==> config.mk <==
export PLATFORM = sky130hd
export DESIGN_NAME = gnr_node_sos_multi
export DESIGN_NICKNAME = d
export VERILOG_FILES = /design/src/rtl/gnr_node_sos_multi.sv
export SDC_FILE = /design/constraint.sdc
export NUM_CORES = 1
export LEC_CHECK = 0
export ABC_AREA = 0
export CELL_PAD_IN_SITES_DETAIL_PLACEMENT = 0
export CELL_PAD_IN_SITES_GLOBAL_PLACEMENT = 1
export CORE_MARGIN = 2
export CORE_UTILIZATION = 36
export DETAILED_ROUTE_END_ITERATION = 8
export PLACE_DENSITY_LB_ADDON = 0.3
export SLEW_MARGIN = 0
export SYNTH_ARGS = -nofsm -noshare
export SYNTH_HDL_FRONTEND = slang
export SYNTH_SLANG_ARGS = --single-unit
==> constraint.sdc <==
create_clock -name clk -period 2.8 [get_ports clk]
set_input_delay 0.56 -clock clk [delete_from_list [all_inputs] [get_ports clk]]
set_output_delay 0.56 -clock clk [all_outputs]
set_load 0.01 [all_outputs]
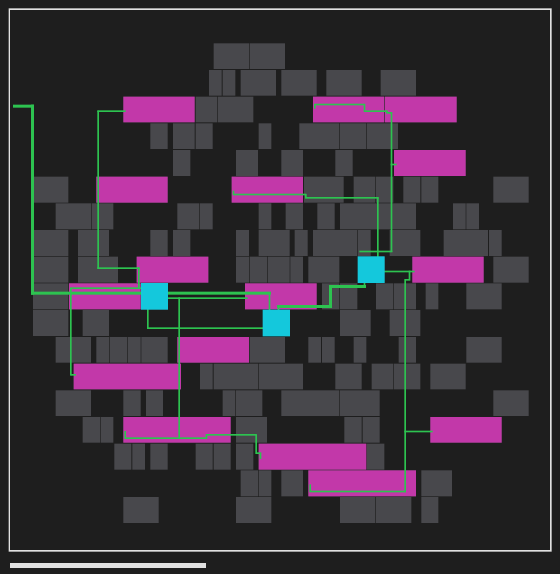
(clock network drawn from the DEF)
The bar under the picture is 20 µm long.
legend:
  cyan:
    item: clock drivers
    count: 3
  green:
    item: clock wires
    length: 251 µm
  magenta:
    item: flip-flops
    count: 16
routed clock nets: 4
Clock power frac: 26.1%
clk_skew: 0.00720 ns
Clock net power: 0.000129 W
Late-Pin Clk Latency: 0.29 ns

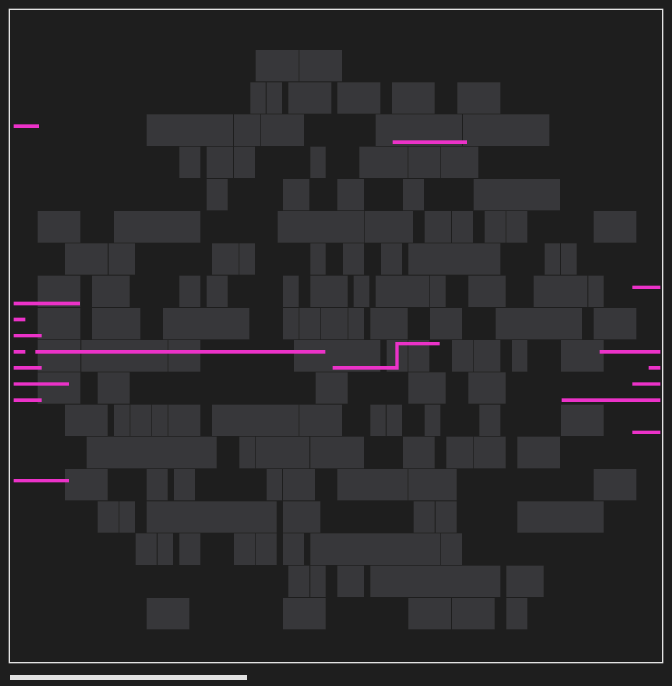
(M3 wires)
The bar under the picture is 20 µm long.
longest straight run: 24.1 µm
main direction: horizontal
nets with wire on the layer: 17
wire length on this layer: 84.2 µm
vias post-DR: 860
GRT met3 Usage: 4.84%
WL final: 2040 µm

==> impl_metrics.yaml <==
# flow metrics
cells_and_area:
  largest_class: "multi-input combinational cells"
  final_nets: 152
  layout_top_cell: "clkdlybuf4s50_1"
  nFillCells: 242
  nonClockInverterCount: 8
  seq_area_um2: 360
  comb_share_pct: 42.1
  seq-cell-share_pct: 28.9
  sequential_cell_total: 16
min_path:
  hold_path.class: "flip-flop to flip-flop"
outcome:
  status: "finished, final reports clean"
die:
  core_mm2: 0.00248
  die_x_um: 55.0
  fp_util_pct: 37.8
  die_area_mm2: 0.00303
  row_count: 18
route:
  detail-route-antenna-nets: 0
  viasPerCell: 5.21
  drt_pass1_iterations: 4
  drc: 0
cts:
  clock_sinks: 16
  ctsHoldBuffers: 0
  cts_made_buffers: 3
  cts.htree.levels: 1
  clockBufferDepth: 2
  cts_resized: 0
sta:
  fin_tns_setup_ns: 0
  relSlewSlack_pct: 45.7
  tightest_slew_ns: 0.813
  final_max_slew_viol_count: 0
pwr:
  p_int_w: 0.000357
  power.total_w: 0.000496
  power_density_mw_per_mm2: 398
  p_seq_share_pct: 52.7
  swShare_pct: 27.9
  ir_drop_mv: 0.378
setup_path:
  setup.worst_path.end_class: "output port"
  cp.arrival_ns: 1.49
  reg2reg_setup_slack_ns: 0.82
grt:
  grt_usage_pct: 16.5
  grt_pass1_vias: 765
  grt-ovfl-total: 0
logic_synthesis:
  synth_flops: 16
  async_reset_ff_share_pct: 0
  top_cells_by_count: "dfxtp_1, a21oi_1, o21ai_0, nand2_1, inv_1"
  synth_cell_types: 35
run:
  warning_count: 29
==> logic make-up (layout without fill, tap and decap cells) <==
logic type               count (synthesis)  count (layout)  synth area share (%)
buffers and inverters                   12              39                  5.61
AND-OR/OR-AND                           30              30                  19.1
XOR/XNOR                                 4               4                  3.74
multiplexers                             1               1                  1.20
adder cells (fa/ha/maj)                  4               4                  5.34
flip-flops                              16              16                  38.5
AND/OR/NAND/NOR                         41              41                  26.6
==> metal layers <==
layer  wire length, µm  up-vias  track usage, %
met3                84        2            4.84
met5                 0        -               0
met2               847       19            24.2
met4                19        0            4.88
li1                  -      450               -
met1              1090      389            23.4
==> critical path, stage by stage, from the launching register on <==
cell and delay (ns):
dfxtp_1 0.38, nor4_1 0.28, nand2_1 0.08, clkdlybuf4s50_1 0.48
Power and IR drop assume default switching activity.
